==> src/rtl/mips_dmem_bridge_if.sv <==
// Bus bundle between the CPU data port, the bridge and data memory.
// slave: bridge view. master: environment view (CPU + memory side).
interface mips_dmem_bridge_if;
    // CPU data port
    logic [31:0] cpu_data_address;
    logic        cpu_data_read;
    logic        cpu_data_write;
    logic [31:0] cpu_data_writedata;
    logic [31:0] cpu_data_readdata;
    logic        cpu_clk_enable;
    // memory port
    logic [31:0] mem_address;
    logic        mem_read;
    logic        mem_write;
    logic [31:0] mem_writedata;
    logic [3:0]  mem_byteenable;
    logic        mem_waitrequest;
    logic [31:0] mem_readdata;
    // sticky error flags
    logic        err_misaligned;
    logic        err_timeout;

    modport slave (
        input  cpu_data_address,
        input  cpu_data_read,
        input  cpu_data_write,
        input  cpu_data_writedata,
        output cpu_data_readdata,
        output cpu_clk_enable,
        output mem_address,
        output mem_read,
        output mem_write,
        output mem_writedata,
        output mem_byteenable,
        input  mem_waitrequest,
        input  mem_readdata,
        output err_misaligned,
        output err_timeout
    );

    modport master (
        output cpu_data_address,
        output cpu_data_read,
        output cpu_data_write,
        output cpu_data_writedata,
        input  cpu_data_readdata,
        input  cpu_clk_enable,
        input  mem_address,
        input  mem_read,
        input  mem_write,
        input  mem_writedata,
        input  mem_byteenable,
        output mem_waitrequest,
        output mem_readdata,
        input  err_misaligned,
        input  err_timeout
    );
endinterface

==> src/rtl/mips_dmem_bridge.sv <==
// Bridges a stalling MIPS data port onto a waitrequest-style memory bus.
// Ports: clk, reset (sync, active-low), bus (mips_dmem_bridge_if.slave).
module mips_dmem_bridge #(
    parameter int unsigned TIMEOUT_CYCLES = 255
) (
    input  logic                     clk,
    input  logic                     reset,
    mips_dmem_bridge_if.slave        bus
);

    localparam logic [7:0] LP_TIMEOUT = 8'(TIMEOUT_CYCLES);

    typedef enum logic [1:0] {
        IDLE    = 2'd0,
        RD_WAIT = 2'd1,
        WR_WAIT = 2'd2,
        DONE    = 2'd3
    } state_t;

    state_t      r_state;
    logic [7:0]  r_cnt;
    logic [31:0] r_rdata;
    logic [31:0] r_mem_address;
    logic        r_mem_read;
    logic        r_mem_write;
    logic [31:0] r_mem_writedata;
    logic [3:0]  r_mem_byteenable;
    logic        r_err_misaligned;
    logic        r_err_timeout;

    logic        w_req;
    logic        w_misaligned;
    logic        w_timeout;
    logic        w_cke;

    assign w_req        = bus.cpu_data_read | bus.cpu_data_write;
    assign w_misaligned = (bus.cpu_data_address[1:0] != 2'b00);
    // Fires on the busy cycle after LP_TIMEOUT busy cycles were counted.
    assign w_timeout    = (r_cnt == LP_TIMEOUT);

    // Enable must drop in the same cycle a request appears in IDLE.
    always_comb begin
        w_cke = 1'b0;
        case (r_state)
            IDLE:    w_cke = ~w_req;
            DONE:    w_cke = 1'b1;
            default: w_cke = 1'b0;
        endcase
        if (!reset) begin
            w_cke = 1'b0;
        end
    end

    always_ff @(posedge clk) begin
        if (!reset) begin
            r_state          <= IDLE;
            r_cnt            <= 8'd0;
            r_rdata          <= 32'd0;
            r_mem_address    <= 32'd0;
            r_mem_read       <= 1'b0;
            r_mem_write      <= 1'b0;
            r_mem_writedata  <= 32'd0;
            r_mem_byteenable <= 4'd0;
            r_err_misaligned <= 1'b0;
            r_err_timeout    <= 1'b0;
        end else begin
            case (r_state)
                IDLE: begin
                    if (w_req) begin
                        if (w_misaligned) begin
                            r_err_misaligned <= 1'b1;
                            r_rdata          <= 32'd0;
                            r_state          <= DONE;
                        end else begin
                            r_mem_address    <= {bus.cpu_data_address[31:2], 2'b00};
                            r_mem_byteenable <= 4'hF;
                            r_cnt            <= 8'd0;
                            // write wins over a simultaneous read
                            if (bus.cpu_data_write) begin
                                r_mem_writedata <= bus.cpu_data_writedata;
                                r_mem_write     <= 1'b1;
                                r_state         <= WR_WAIT;
                            end else begin
                                r_mem_read <= 1'b1;
                                r_state    <= RD_WAIT;
                            end
                        end
                    end
                end
                RD_WAIT: begin
                    if (!bus.mem_waitrequest) begin
                        r_rdata    <= bus.mem_readdata;
                        r_mem_read <= 1'b0;
                        r_state    <= DONE;
                    end else if (w_timeout) begin
                        r_mem_read    <= 1'b0;
                        r_err_timeout <= 1'b1;
                        r_rdata       <= 32'd0;
                        r_state       <= DONE;
                    end else begin
                        r_cnt <= r_cnt + 8'd1;
                    end
                end
                WR_WAIT: begin
                    if (!bus.mem_waitrequest) begin
                        r_mem_write <= 1'b0;
                        r_state     <= DONE;
                    end else if (w_timeout) begin
                        r_mem_write   <= 1'b0;
                        r_err_timeout <= 1'b1;
                        r_rdata       <= 32'd0;
                        r_state       <= DONE;
                    end else begin
                        r_cnt <= r_cnt + 8'd1;
                    end
                end
                DONE: begin
                    r_state <= IDLE;
                end
                default: begin
                    r_state <= IDLE;
                end
            endcase
        end
    end

    assign bus.cpu_data_readdata = r_rdata;
    assign bus.cpu_clk_enable    = w_cke;
    assign bus.mem_address       = r_mem_address;
    assign bus.mem_read          = r_mem_read;
    assign bus.mem_write         = r_mem_write;
    assign bus.mem_writedata     = r_mem_writedata;
    assign bus.mem_byteenable    = r_mem_byteenable;
    assign bus.err_misaligned    = r_err_misaligned;
    assign bus.err_timeout       = r_err_timeout;

endmodule

==> src/flat_wrapper.sv <==
// flat-port wrapper written by rule: the top's interface ports become plain ports
module mips_dmem_bridge_flat 
#(
    parameter int unsigned TIMEOUT_CYCLES = 255
)
  (clk, reset, bus_cpu_data_address, bus_cpu_data_read, bus_cpu_data_write, bus_cpu_data_writedata, bus_cpu_data_readdata, bus_cpu_clk_enable, bus_mem_address, bus_mem_read, bus_mem_write, bus_mem_writedata, bus_mem_byteenable, bus_mem_waitrequest, bus_mem_readdata, bus_err_misaligned, bus_err_timeout);
  mips_dmem_bridge_if bus_i ();
  input  logic clk;
  input  logic reset;
  input wire logic [$bits(bus_i.cpu_data_address)-1:0] bus_cpu_data_address;
  input wire logic [$bits(bus_i.cpu_data_read)-1:0] bus_cpu_data_read;
  input wire logic [$bits(bus_i.cpu_data_write)-1:0] bus_cpu_data_write;
  input wire logic [$bits(bus_i.cpu_data_writedata)-1:0] bus_cpu_data_writedata;
  output wire logic [$bits(bus_i.cpu_data_readdata)-1:0] bus_cpu_data_readdata;
  output wire logic [$bits(bus_i.cpu_clk_enable)-1:0] bus_cpu_clk_enable;
  output wire logic [$bits(bus_i.mem_address)-1:0] bus_mem_address;
  output wire logic [$bits(bus_i.mem_read)-1:0] bus_mem_read;
  output wire logic [$bits(bus_i.mem_write)-1:0] bus_mem_write;
  output wire logic [$bits(bus_i.mem_writedata)-1:0] bus_mem_writedata;
  output wire logic [$bits(bus_i.mem_byteenable)-1:0] bus_mem_byteenable;
  input wire logic [$bits(bus_i.mem_waitrequest)-1:0] bus_mem_waitrequest;
  input wire logic [$bits(bus_i.mem_readdata)-1:0] bus_mem_readdata;
  output wire logic [$bits(bus_i.err_misaligned)-1:0] bus_err_misaligned;
  output wire logic [$bits(bus_i.err_timeout)-1:0] bus_err_timeout;
  assign bus_i.cpu_data_address = bus_cpu_data_address;
  assign bus_i.cpu_data_read = bus_cpu_data_read;
  assign bus_i.cpu_data_write = bus_cpu_data_write;
  assign bus_i.cpu_data_writedata = bus_cpu_data_writedata;
  assign bus_cpu_data_readdata = bus_i.cpu_data_readdata;
  assign bus_cpu_clk_enable = bus_i.cpu_clk_enable;
  assign bus_mem_address = bus_i.mem_address;
  assign bus_mem_read = bus_i.mem_read;
  assign bus_mem_write = bus_i.mem_write;
  assign bus_mem_writedata = bus_i.mem_writedata;
  assign bus_mem_byteenable = bus_i.mem_byteenable;
  assign bus_i.mem_waitrequest = bus_mem_waitrequest;
  assign bus_i.mem_readdata = bus_mem_readdata;
  assign bus_err_misaligned = bus_i.err_misaligned;
  assign bus_err_timeout = bus_i.err_timeout;
  mips_dmem_bridge #(.TIMEOUT_CYCLES(TIMEOUT_CYCLES)) u_core (.clk(clk), .reset(reset), .bus(bus_i));
endmodule
==> config.mk <==
export PLATFORM = sky130hd
export DESIGN_NAME = mips_dmem_bridge_flat
export DESIGN_NICKNAME = d
export VERILOG_FILES = /design/src/rtl/mips_dmem_bridge_if.sv /design/src/rtl/mips_dmem_bridge.sv /design/src/flat_wrapper.sv
export SDC_FILE = /design/constraint.sdc
export NUM_CORES = 1
export LEC_CHECK = 0
export CORE_UTILIZATION = 40
export DETAILED_ROUTE_END_ITERATION = 8
export GPL_TIMING_DRIVEN = 0
export PLACE_DENSITY = 0.8
export REMOVE_ABC_BUFFERS = 1
export SLEW_MARGIN = 20
export SYNTH_ARGS = -nofsm -noshare
export SYNTH_HDL_FRONTEND = slang
export SYNTH_SLANG_ARGS = --single-unit
==> constraint.sdc <==
create_clock -name clk -period 2.4 [get_ports clk]
set_input_delay 0.48 -clock clk [delete_from_list [all_inputs] [get_ports clk]]
set_output_delay 0.48 -clock clk [all_outputs]
set_load 0.02 [all_outputs]
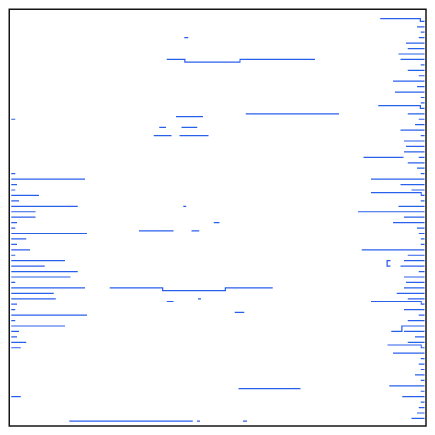
Figure 1: run 1, M3 wires.
Scale: 4 px per um.
- longest straight run: 30.6 um
- wire length on this layer: 749 um
- nets with wire on the layer: 124
grt met3 use: 5.79%
Post-Route WL: 12000 um

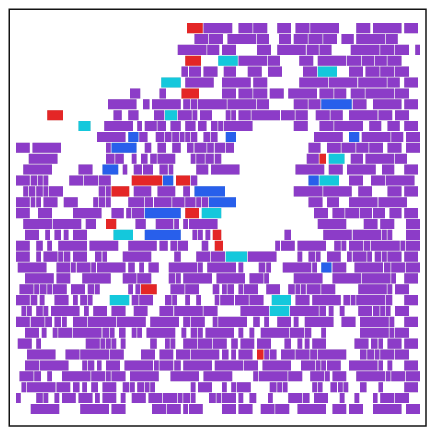
Figure 2: run 1, sizing map.
Scale: 4 px per um.
- cyan: _6 and larger (cells 13)
- red: _2 cells (cells 14)
- blue: _3 and _4 cells (cells 13)
- purple: _0 and _1 cells (cells 623)
bufs w/o clock: 210
post-route cell area: 6470 um^2
area growth from synthesis to layout: 56.0%
min setup slack post-route: 51.9 ps

==> flow_summary.json, run 1 <==
{
  "dr_wl_met3_um": 748,
  "power_leakage_uw": 0.00227,
  "nClkBuffers": 10,
  "status": "complete, no violations",
  "power_top_consumer": "sequential cells",
  "drv_cap": 0,
  "min_from": "u_core.bus.mem_writedata[7]",
  "holdPathEnd": "u_core.bus.mem_writedata[7]",
  "vias_per_cell": 5.10,
  "ys_ff": 109,
  "ys_cells": 472,
  "detailedPlacementHpwl_um": 8270,
  "synthTopLogicFamily": "AND-OR/OR-AND gates",
  "largest_area_cell": "dfxtp_1",
  "clock_cell_area_share_pct": 2.38,
  "drtIter0Drc": 189,
  "dr_wl_met2_um": 6010,
  "final_layout_size_suffix_gt1_share_pct": 6.03,
  "dp.cells": 776,
  "nWellTaps": 133,
  "grt_remaining_overflow": 0,
  "area_leaders": "dfxtp_1 (53%), nand2_1 (12%), a21oi_1 (8.6%)",
  "top_layer": "met4",
  "stdcell_count": 796
}
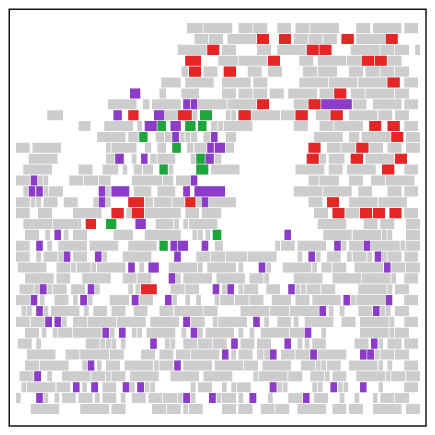
Figure 3: run 1, logic cells by family.
Scale: 4 px per um.
- red: non-inverting ao/oa cells (cells 42; most used a22o_1)
- purple: aoi and oai cells (cells 90; most used a21oi_1; where widely spread)
- green: and/or cells (cells 12; most used and3_1)
Commonest Layout Cell: clkdlybuf4s50_1
logic share of the area: 28.6%

Figure 4. Placement by cell class (run 1).
Scale: 4 px per um. Fill, decap, tap and diode cells in gray.
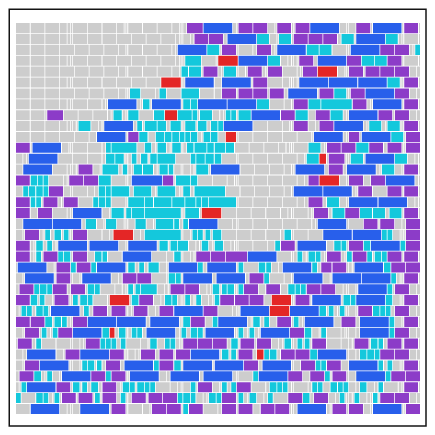

==> run 2: changes to the inputs <==
--- a/config.mk
+++ b/config.mk
@@ -10,7 +10,6 @@
 export GPL_TIMING_DRIVEN = 0
 export PLACE_DENSITY = 0.8
 export REMOVE_ABC_BUFFERS = 1
-export SLEW_MARGIN = 20
 export SYNTH_ARGS = -nofsm -noshare
 export SYNTH_HDL_FRONTEND = slang
 export SYNTH_SLANG_ARGS = --single-unit
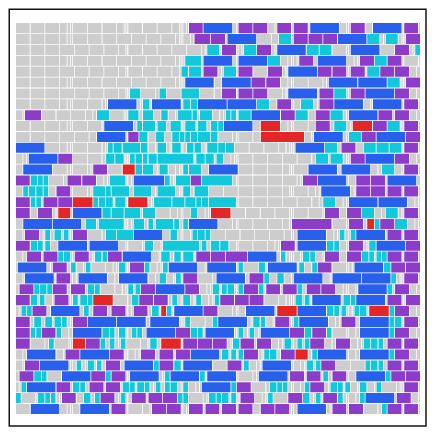
Figure 5: run 2, placement by cell class.
Scale: 4 px per um. Fill, decap, tap and diode cells in gray.
- purple: remaining buffers and delay cells (cells 207; share of their area 33%)
- blue: sequential cells (cells 109; share of their area 35%)
- cyan: combinational and other logic (cells 329; share of their area 29%)
- red: clock drivers and dummy loads (cells 16; share of their area 3.1%)
row count: 36
post-route cell area: 6490 um^2
core area: 9910 um^2

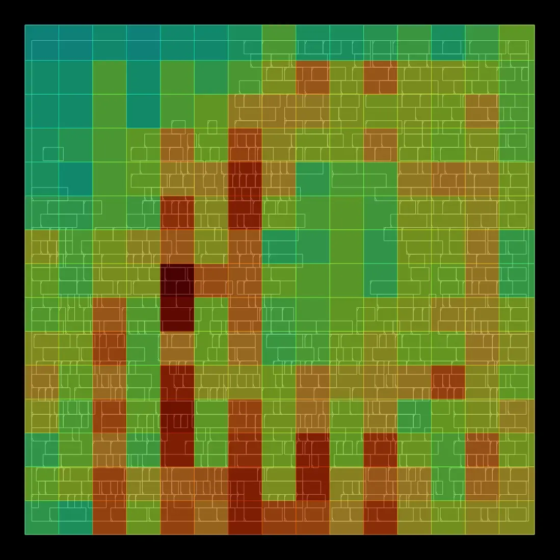
Figure 6: run 2, routing congestion map.
final design utilization: 65.5%
met1 Track Usage GR: 25.0%
DR WL/cell: 14.5 um
met2 global-route usage: 34.8%

==> flow_summary.json, run 2 <==
{
  "nClkBuffers": 10,
  "clock_cell_area_share_pct": 3.05,
  "drt_wl_total_um": 11500,
  "ys_ff": 109,
  "setup_ws_ps": 70.6,
  "detailedPlacementHpwl_um": 8340,
  "grt_pass1_wl_um": 18300,
  "buffers": 207,
  "dr_wl_met3_um": 803,
  "power_top_consumer": "sequential cells",
  "vias_per_cell": 5.10,
  "dp.cells": 776,
  "total_power_uw": 4660,
  "cp-start-kind": "flop",
  "min_from": "u_core.bus.mem_writedata[24]",
  "final_layout_size_suffix_gt1_share_pct": 5.90,
  "sh_comb_area_pct": 28.2,
  "synthTopLogicFamily": "AND-OR/OR-AND gates",
  "yosys.area_share.aoi_pct": 20.9,
  "logic_gate_count": 325,
  "lay_top_count": "clkdlybuf4s50_1",
  "seqCellArea_um2": 2180,
  "worstMarginPinSlew_ps": 864,
  "edf_count": 0,
  "largest_area_cell": "dfxtp_1",
  "largestClassByArea": "flip-flops and latches",
  "power_leakage_uw": 0.00228,
  "grt_remaining_overflow": 0,
  "holdPathEnd": "u_core.bus.mem_writedata[24]",
  "use_met3_pct": 6.29,
  "drv_cap": 0,
  "status": "complete, no violations",
  "post-cts-setup-buffer-count": 0,
  "area_growth_pct": 56.5,
  "ys_cells": 472,
  "stdcell_count": 794,
  "area_leaders": "dfxtp_1 (53%), nand2_1 (12%), a21oi_1 (8.6%)"
}
Figure 7. Sizing map (run 2).
Scale: 4 px per um.
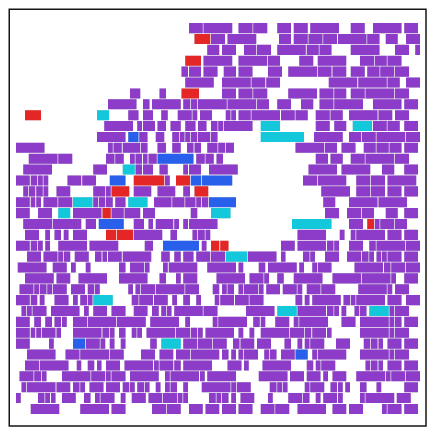

==> run 3: changes to the inputs <==
--- a/config.mk
+++ b/config.mk
@@ -5,10 +5,11 @@
 export SDC_FILE = /design/constraint.sdc
 export NUM_CORES = 1
 export LEC_CHECK = 0
-export CORE_UTILIZATION = 40
+export ABC_AREA = 1
+export CORE_UTILIZATION = 43
 export DETAILED_ROUTE_END_ITERATION = 8
 export GPL_TIMING_DRIVEN = 0
-export PLACE_DENSITY = 0.8
+export PLACE_DENSITY = 0.81
 export REMOVE_ABC_BUFFERS = 1
 export SYNTH_ARGS = -nofsm -noshare
 export SYNTH_HDL_FRONTEND = slang
==> constraint.sdc (replaced) <==
create_clock -name clk -period 2.4 [get_ports clk]
set_input_delay 0.48 -clock clk [delete_from_list [all_inputs] [get_ports clk]]
set_output_delay 0.48 -clock clk [all_outputs]
set_load 0.1 [all_outputs]
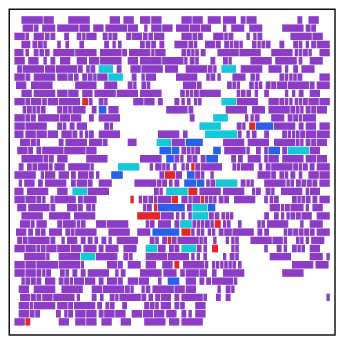
Figure 8: run 3, sizing map.
Scale: 3 px per um.
- cyan: _6 and larger (cells 19)
- red: _2 cells (cells 16)
- purple: _0 and _1 cells (cells 810)
- blue: _3 and _4 cells (cells 17)

==> flow_summary.json, run 3 <==
{
  "lay_top_count": "nand2_1",
  "grt-busiest-layer": "met2",
  "dr_wl_met3_um": 1620,
  "power_top_consumer": "combinational cells",
  "clock_path_buffers": 2,
  "drt_wl_total_um": 15500,
  "yosys.area_share.aoi_pct": 16.6,
  "drt-met1-wl_um": 6030,
  "nClkBuffers": 10,
  "status": "complete, no violations",
  "p_int_uw": 3480,
  "min_from": "u_core.bus.mem_address[9]",
  "whs_ps": 452,
  "final_area_um2": 7340,
  "area_growth_pct": 51.8,
  "seq_area_share_pct": 29.7,
  "design.core.area_um2": 10900,
  "power_leakage_uw": 0.00343,
  "stdcell_count": 1002,
  "use_met3_pct": 9.22,
  "worstMarginPinSlew_ps": 1070,
  "seqCellArea_um2": 2180,
  "synthTopLogicFamily": "simple AND/OR/NAND/NOR gates",
  "rows": 38,
  "buffers": 215,
  "wl_per_cell_um": 15.5,
  "area_leaders": "dfxtp_1 (45%), nand2_1 (13%), nand3_1 (12%)",
  "ys_ff": 109,
  "vias_per_cell": 5.33,
  "drt-pass1-iter-count": 6,
  "setup_ws_ps": 31.1,
  "largest_area_cell": "dfxtp_1",
  "largestClassByArea": "multi-input combinational cells",
  "ys_cells": 679,
  "cp-start-kind": "flop",
  "grt_pass1_wl_um": 23400,
  "clock_cell_area_share_pct": 2.56,
  "use_met1_pct": 29.0,
  "sh_comb_area_pct": 31.5,
  "dp.cells": 974,
  "ios": 206,
  "grt_remaining_overflow": 0,
  "post-cts-setup-buffer-count": 4,
  "edf_count": 0,
  "use_met2_pct": 43.8,
  "utilization_pct": 67.4,
  "detailedPlacementHpwl_um": 9640,
  "drv_cap": 0,
  "tns_ps": 0
}
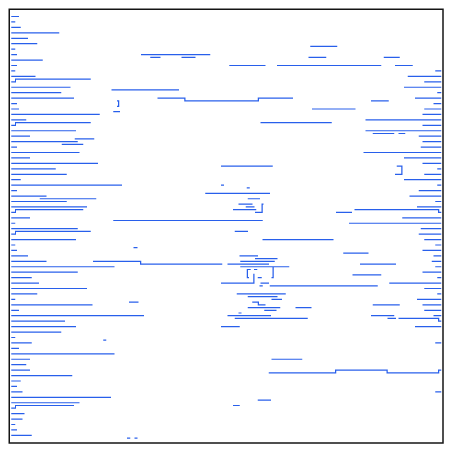
Figure 9: run 3, M3 wires.
Scale: 4 px per um.
- nets with wire on the layer: 172
- longest straight run: 37.0 um
- main direction: horizontal
- wire length on this layer: 1620 um

